Figure 1. Met3 routing.
(2 px per µm)
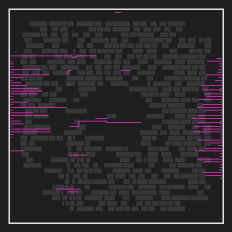
Figure 2. Cell placement.
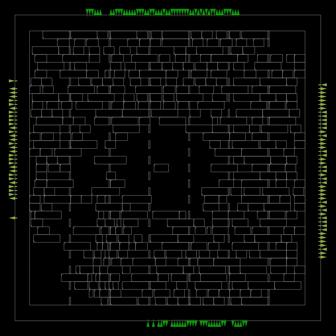
### config.mk
export PLATFORM = sky130hd
export DESIGN_NAME = ddr_rw_scheduler
export DESIGN_NICKNAME = d
export VERILOG_FILES = /design/src/rtl/ddr_ctrl_pkg.sv /design/src/rtl/ddr_rw_scheduler.sv
export SDC_FILE = /design/constraint.sdc
export NUM_CORES = 1
export LEC_CHECK = 0
export CORE_MARGIN = 5
export CORE_UTILIZATION = 40
export CTS_CLUSTER_SIZE = 12
export DETAILED_ROUTE_END_ITERATION = 8
export HOLD_SLACK_MARGIN = 0.1
export PLACE_DENSITY = 0.88
export SYNTH_ARGS = -nofsm -noshare
export SYNTH_HDL_FRONTEND = slang
export SYNTH_SLANG_ARGS = --single-unit
export TNS_END_PERCENT = 50
### constraint.sdc
create_clock -name clk -period 6 [get_ports clk]
set_clock_uncertainty 0.2 [all_clocks]
set_input_delay 1.2 -clock clk [delete_from_list [all_inputs] [get_ports clk]]
set_output_delay 1.2 -clock clk [all_outputs]
set_load 0.05 [all_outputs]
### src/rtl/ddr_ctrl_pkg.sv
// Shared types and constants for the DDR read/write scheduler.
package ddr_ctrl_pkg;

  localparam int unsigned ADDR_W   = 30;
  localparam int unsigned LEN_W    = 8;
  localparam int unsigned STREAK_W = 4;
  localparam int unsigned WDOG_W   = 16;

  typedef enum logic [2:0] {
    ST_IDLE    = 3'b001,
    ST_WR_BUSY = 3'b010,
    ST_RD_BUSY = 3'b100
  } state_t;

  localparam logic DIR_WR = 1'b0;
  localparam logic DIR_RD = 1'b1;

  typedef struct packed {
    logic [ADDR_W-1:0] addr;
    logic [LEN_W-1:0]  len;
  } burst_t;

  // Streak after a grant: saturating count of same-direction grants, 1 on a switch.
  function automatic logic [STREAK_W-1:0] streak_step(
    input logic [STREAK_W-1:0] cur,
    input logic                same_dir,
    input logic [STREAK_W-1:0] limit
  );
    if (!same_dir) return STREAK_W'(1);
    return (cur >= limit) ? limit : STREAK_W'(cur + 1'b1);
  endfunction

endpackage

### src/rtl/ddr_rw_scheduler.sv
// Arbitrates the single DDR AXI port between write and read paths, one burst at a time.
// Optional busy watchdog enabled by defining RW_TIMEOUT_EN.
module ddr_rw_scheduler
  import ddr_ctrl_pkg::*;
#(
  parameter int unsigned MAX_STREAK     = 4,
  parameter int unsigned TIMEOUT_CYCLES = 4096
) (
  input  logic              clk,
  input  logic              rst_n,
  input  logic              wr_req,
  input  logic [ADDR_W-1:0] wr_addr,
  input  logic [LEN_W-1:0]  wr_len,
  input  logic              rd_req,
  input  logic [ADDR_W-1:0] rd_addr,
  input  logic [LEN_W-1:0]  rd_len,
  input  logic              wr_done,
  input  logic              rd_done,
  output logic              wr_ack,
  output logic              rd_ack,
  output logic              axi_wr_start,
  output logic [ADDR_W-1:0] axi_wr_addr,
  output logic [LEN_W-1:0]  axi_wr_len,
  output logic              axi_rd_start,
  output logic [ADDR_W-1:0] axi_rd_addr,
  output logic [LEN_W-1:0]  axi_rd_len,
  output logic              timeout_err
);

  localparam logic [STREAK_W-1:0] STREAK_MAX = STREAK_W'(MAX_STREAK);

  generate
    if (MAX_STREAK < 1 || MAX_STREAK > 15) begin : g_bad_streak
      $error("MAX_STREAK must be in 1..15");
    end
    if (TIMEOUT_CYCLES < 1 || TIMEOUT_CYCLES > 65536) begin : g_bad_timeout
      $error("TIMEOUT_CYCLES must be in 1..65536");
    end
  endgenerate

  state_t              state;
  logic                last_dir;
  logic [STREAK_W-1:0] streak;
  burst_t              wr_burst;
  burst_t              rd_burst;

  logic keep_dir;
  logic grant_wr;
  logic grant_rd;
  logic grant_dir;
  logic done_hit;
  logic expire;

  assign axi_wr_addr = wr_burst.addr;
  assign axi_wr_len  = wr_burst.len;
  assign axi_rd_addr = rd_burst.addr;
  assign axi_rd_len  = rd_burst.len;

  // Grant decision. streak==0 means no grant yet since reset, so a tie goes to write.
  always_comb begin
    keep_dir = (streak != '0) && (streak < STREAK_MAX);
    grant_wr = 1'b0;
    grant_rd = 1'b0;
    if (state == ST_IDLE) begin
      if (wr_req && rd_req) begin
        grant_wr = keep_dir ? (last_dir == DIR_WR) : (last_dir == DIR_RD);
        grant_rd = !grant_wr;
      end else begin
        grant_wr = wr_req;
        grant_rd = rd_req;
      end
    end
    grant_dir = grant_rd ? DIR_RD : DIR_WR;
    done_hit  = ((state == ST_WR_BUSY) && wr_done) || ((state == ST_RD_BUSY) && rd_done);
  end

`ifdef RW_TIMEOUT_EN
  logic [WDOG_W-1:0] wdog_cnt;
  logic              wdog_err;

  // A done on the expiry cycle takes priority over the timeout.
  assign expire = (state != ST_IDLE) && !done_hit &&
                  (wdog_cnt == WDOG_W'(TIMEOUT_CYCLES - 1));
  assign timeout_err = wdog_err;

  always_ff @(posedge clk or negedge rst_n) begin
    if (!rst_n) begin
      wdog_cnt <= '0;
      wdog_err <= 1'b0;
    end else begin
      if (state == ST_IDLE) wdog_cnt <= '0;
      else                  wdog_cnt <= wdog_cnt + 1'b1;
      if (expire) wdog_err <= 1'b1;
    end
  end
`else
  assign expire      = 1'b0;
  assign timeout_err = 1'b0;
`endif

  // Scheduler FSM with registered grant pulses and latched burst descriptors.
  always_ff @(posedge clk or negedge rst_n) begin
    if (!rst_n) begin
      state        <= ST_IDLE;
      last_dir     <= DIR_RD;
      streak       <= '0;
      wr_ack       <= 1'b0;
      rd_ack       <= 1'b0;
      axi_wr_start <= 1'b0;
      axi_rd_start <= 1'b0;
      wr_burst     <= '0;
      rd_burst     <= '0;
    end else begin
      wr_ack       <= 1'b0;
      rd_ack       <= 1'b0;
      axi_wr_start <= 1'b0;
      axi_rd_start <= 1'b0;
      case (state)
        ST_IDLE: begin
          if (grant_wr || grant_rd) begin
            streak   <= streak_step(streak, grant_dir == last_dir, STREAK_MAX);
            last_dir <= grant_dir;
            if (grant_wr) begin
              wr_ack       <= 1'b1;
              axi_wr_start <= 1'b1;
              wr_burst     <= '{addr: wr_addr, len: wr_len};
              state        <= ST_WR_BUSY;
            end else begin
              rd_ack       <= 1'b1;
              axi_rd_start <= 1'b1;
              rd_burst     <= '{addr: rd_addr, len: rd_len};
              state        <= ST_RD_BUSY;
            end
          end
        end
        ST_WR_BUSY, ST_RD_BUSY: begin
          if (done_hit || expire) state <= ST_IDLE;
        end
        default: state <= ST_IDLE;
      endcase
    end
  end

endmodule

==> ci_impl_report.md <==
### Yosys + OpenROAD results

| Metric | Value |
|---|---|
| Busiest layer in global routing | met2 |
| Slew margin rel. | 29.7% |
| Ys cells | 231 |
| Core area | 9110 µm² |
| Routing usage on met1 | 19.5% |
| Startpoint type of the worst setup path | primary input |
| Chip area | 11300 µm² |
| ANT nets after route | 0 |
| Unique cell type count in the Yosys netlist | 41 |
| CTS buffer count | 9 |
| Critical register-to-register path endpoint | axi_wr_len[5] |
| Worst slew pin tran | 1050 ps |
| R2R depth | 6 |
| Final setup margin | 2450 ps |
| Routed met2 length | 4740 µm |
| Status | finished, final reports clean |
| Class of the tightest hold or removal check | flop to flop |
| Yosys xor share | 0% |
| Nonclk buf count | 163 |
| Switching Share | 46.7% |
| Int Power | 2.03 mW |
| Cycle use final | 59.1% |
| Worst Hold Depth | 1 |
| Most numerous cell in the Yosys netlist | dfrtp_1 |
| Vias in the first global route | 2734 |
-- Figure 1 (at the start) --
wire length on this layer: 622 µm
share of all routed wire: 6.7%

-- Figure 2 (at the start) --
Tap Count: 111
registers: 86
Final Non-Filler Cells: 505
flop share of the area: 39.1%

Power figures rest on the tool's default switching activity, not on a simulated workload.
